Met1 routing:
The bar under the picture is 50 µm long. Supply wires on this layer in grey.
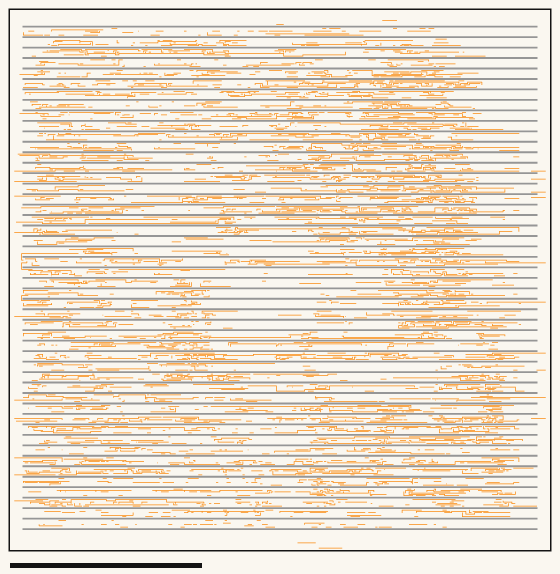
M3 wires:
Cells faint in the background.
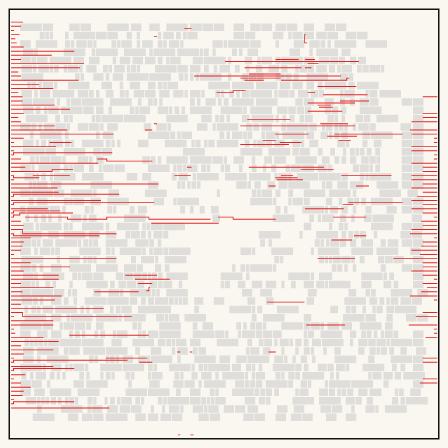
M4 wires:
The bar under the picture is 50 µm long. Supply wires on this layer in grey.
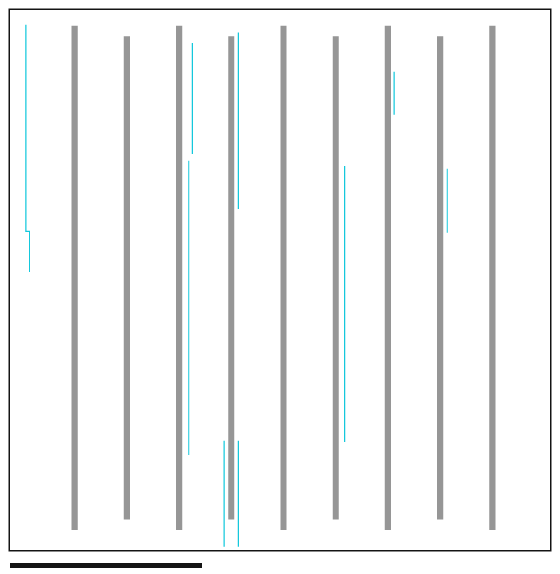
Congestion heat map:
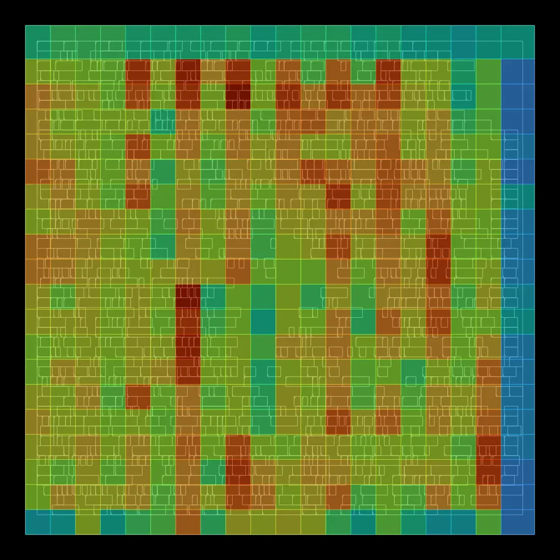
==> config.mk <==
export PLATFORM = sky130hd
export DESIGN_NAME = rv_core_sequencer_flat
export DESIGN_NICKNAME = d
export VERILOG_FILES = /design/src/rtl/rv_core_sequencer_if.sv /design/src/rtl/rv_core_sequencer.sv /design/src/flat_wrapper.sv
export SDC_FILE = /design/constraint.sdc
export NUM_CORES = 1
export LEC_CHECK = 0
export CAP_MARGIN = 20
export CORE_MARGIN = 3
export CORE_UTILIZATION = 45
export CTS_BUF_LIST = sky130_fd_sc_hd__clkbuf_4
export DETAILED_ROUTE_END_ITERATION = 8
export GPL_ROUTABILITY_DRIVEN = 0
export PLACE_DENSITY_LB_ADDON = 0.25
export SYNTH_ARGS = -nofsm -noshare
export SYNTH_HDL_FRONTEND = slang
export SYNTH_SLANG_ARGS = --single-unit
==> constraint.sdc <==
create_clock -name CLK -period 6.35 [get_ports CLK]
set_clock_uncertainty 0.05 [all_clocks]
set_input_delay 1.27 -clock CLK [delete_from_list [all_inputs] [get_ports CLK]]
set_output_delay 1.27 -clock CLK [all_outputs]
set_load 0.1 [all_outputs]
==> run summary <==
Flow results are below.

- The die extent in x is 140.3 µm, for reference.
- Counting along the longest clock path gives a buffer depth of 2.
- The average wire per standard cell is 15.88 µm, for reference.
- Note that the worst hold path type here is flip-flop to flip-flop.
- The main flop type is dfxtp_1, for reference.
- The total congestion overflow is 0, for reference.
- Counting pins that exceed their max-slew limit in the final report gives 0.
- The clock network power share is 0.244, for reference.
- Setup violations remaining at the end of the flow were counted as 0.
- The via count of the first global-routing pass is 7152, for reference.
- The headroom to the max-slew limit is 0.2708, for reference.
- Max fanout on the critical path was recorded as 10.
- The worst reg-to-reg path cell count is 5, for reference.
- The H-tree was split into 4 levels.
- Gates resized during post-CTS repair numbered 0.
- Based on the critical path, the design can be clocked at up to 272.8 MHz.
- Per the post-run analysis, buffers plus inverters along the critical path come to 1.
- All stages included, the depth of the critical timing path comes to 1.
- The logic gate share of total power is 0.269, for reference.
- The minimum clock period is 3.665 ns, for reference.
- The number of buffers created by CTS is 17, for reference.
- The total tool warning count is 29, for reference.
- STA classifies the critical path endpoint as an output port.
- The count of standard-cell rows is 48, for reference.
- Counting flops with a built-in enable in the synthesized netlist gives 0.
- The first global-routing pass estimated 37.20 mm of wire.
- The total of flip-flops plus latches after synthesis is 190, for reference.
- The cts-stage hold buffer count is 0, for reference.
- The part of the cycle the worst path needs is 0.5772, for reference.
- The flow ran to the end, and the final reports show no timing, DRC or antenna violations.
- The core footprint is 0.01748 mm², for reference.
- The clock tree from TritonCTS is done, for reference.
- The kind of critical path is flip-flop to output port, for reference.
- According to the CTS report, the clock sink count is 190.
- The setup check on the worst reg-to-reg path leaves a slack of 3.50 ns.
- Of the cells placed in the final design, the portion with a size suffix greater than 1 is 0.03936.
- The count of nets left with antenna violations once routing finished came out at 0.
- The area of the synthesized netlist per yosys stat is 0.008119 mm², for reference.
- Summed over all failing endpoints, the final setup total negative slack is 0 ns.
- The cell area after synthesis is 0.008119 mm², for reference.
- The count of nets after finishing is 1339, for reference.
- The via density per instance is 5.335, for reference.
- Entering global routing, the biggest net connects 122 pins.
- The clock insertion delay at the later pin of the skew report is 0.57 ns, for reference.
- The number of DRC violations after detailed-routing iteration 0 is 543, for reference.
- The die outline height is 140.3 µm, for reference.
- The critical path launch point type is a flip-flop, for reference.
- Setup repair after global routing left no endpoint under its margin.
- The tally of max-capacitance violations is 0, for reference.
- The number of stages on the worst hold path is 2, for reference.
- The initial antenna violation count was 1.
- In this run the power spent charging and discharging nets is 0.001019 W.
- The leakage power in the latest report is 3.672 nW.
- The transition time of the tightest slew-check pin is 1.085 ns, for reference.
- The buffer_ports step reported a buffer count of 283.
- The half-perimeter wire length after detailed placement is 16.18 mm, for reference.
- The clock input transition at the sequential cells of the worst setup and hold paths is 0.16 ns, for reference.
- The timing report shows that the slowest cell on the worst path is clkdlybuf4s50_1.
- The warning tally printed by Yosys for this design is 0.
- The power density normalized to cell area is 239.7 mW/mm², for reference.
- The arrival time of the worst setup path is 2.35 ns, for reference.
- After filler insertion, the fill cell instance count of the layout stands at 1598.
- For this design, Yosys synthesis ends with a cell count of 1023.
- For the completed layout, the total cell area is recorded as 0.01105 mm².
- Of the total power, the share spent switching nets is 0.3847.
- The post-synthesis sequential area ratio is 0.4685, for reference.
- Per the post-synthesis report, the number of cells in the design is 1023.
- The number of iterations in the first detailed-routing pass is 5, for reference.
- Compared with the post-synthesis result, the final layout area differs by 36.14%.
- The cell area reported after detailed placement is 0.01078 mm², for reference.
- The number of top-level pins is 284, for reference.
Notes on 'met1 routing' above:
The layer holds 43% of the routed length. The wires run mostly horizontal.
fraction of met1 tracks used by global routing: 0.3008
Final Routed Wirelength: 23.37 mm
total via count after detailed routing: 7853

Notes on 'M3 wires' above:
The layer carries 2250 µm of wire. The longest straight run is 48.1 µm. The wires run mostly horizontal.
met3 track demand over resource in global routing: 0.07682

Notes on 'M4 wires' above:
The layer holds 1.6% of the routed length. 8 nets have wire on it. The wires run mostly vertical. The longest straight run is 76.2 µm.

Notes on 'congestion heat map' above:
final core utilization: 0.6324
global routing met2 resource utilization: 0.3627
Tot GR Track Use: 0.2299

metrics by stage:
stage	utilization	cells	setup WS (ns)	power (W)
after floorplan	-	1023	3.332	0.001850
after CTS	0.6322	1470	2.647	0.002669
after detailed placement	0.6167	1438	3.068	0.002029
after global routing	0.6324	1472	2.602	0.002742
after global placement	0.6167	1438	3.105	0.002024
final	0.6324	1472	2.685	0.002649
cells in the mapped netlist (all sizes together) (3+ instances only):
master,number,share of area
mux2i,17,0.021
nor3,15,0.0092
nor4,16,0.013
a22oi,18,0.017
o22ai,17,0.013
o221ai,3,0.0032
and2,3,0.0023
o31ai,4,0.0037
nand4,16,0.012
clkbuf,63,0.029
inv,17,0.0079
ha,4,0.0062
nor2,55,0.025
buf,38,0.035
o21ai,15,0.0092
and4b,3,0.0037
nand3,34,0.021
dfxtp,190,0.47
nand2,259,0.12
and3,10,0.0077
or4,7,0.0069
a21oi,148,0.091
xnor2,20,0.022
and4,7,0.0076
or3,11,0.0091
a21o,3,0.0028
a211oi,4,0.0037
area by class of cell:
class | instances | area, µm² | share of cell area
Multi-Input combinational cell | 715 | 3735 | 0.3379
Timing Repair Buffer | 291 | 2894 | 0.2618
Tap cell | 225 | 281.5 | 0.02547
Antenna cell | 2 | 5.005 | 0.0004528
Clock inverter | 14 | 135.1 | 0.01223
Inverter | 17 | 63.81 | 0.005773
Clock buffer | 18 | 135.1 | 0.01223
Sequential cell | 190 | 3804 | 0.3441
kinds of logic after synthesis:
family / count (synthesis) / share of synthesized area
AOI/OAI and AO/OA: 225 / 0.1569
xor gates and xnor gates: 22 / 0.02373
adders and majority gates: 4 / 0.006165
buffers and inverters: 118 / 0.07228
DFF: 190 / 0.4685
muxes: 19 / 0.02373
and+or+nand+nor: 445 / 0.2487
cells in the final DEF, fill, tap and decap left out, drive strengths merged, types with 10 or more instances in the layout:
cell type / Yosys / layout
clkbuf: 63 / 18
mux2i: 17 / 17
and3: 10 / 10
dfxtp: 190 / 190
a22oi: 18 / 18
nor4: 16 / 16
nor3: 15 / 15
o21ai: 15 / 15
nand3: 34 / 34
o22ai: 17 / 17
xnor2: 20 / 20
nand2: 259 / 259
or3: 11 / 11
nand4: 16 / 16
nor2: 55 / 55
a21oi: 148 / 148
inv: 17 / 22
clkdlybuf4s50: 0 / 282
routing by layer:
metal	part of all wire	wire length [µm]	track usage	vias to the layer above
li1	-	-	-	3915
met1	0.43	10020	0.3008	3626
met2	0.46	10730	0.3627	287
met3	0.096	2253	0.07682	25
met4	0.016	368	0.06731	0
met5	0	0	0	-
power groups by stage:
stage / registers, W / logic, W / clock network, W
after CTS: 0.00129 / 0.000715 / 0.000664
after floorplan: 0.00156 / 0.000288 / 0
after global routing: 0.00130 / 0.000740 / 0.000702
after global placement: 0.00131 / 0.000711 / 0
after detailed placement: 0.00131 / 0.000714 / 0
final: 0.00129 / 0.000713 / 0.000647
Power and IR drop assume default switching activity.
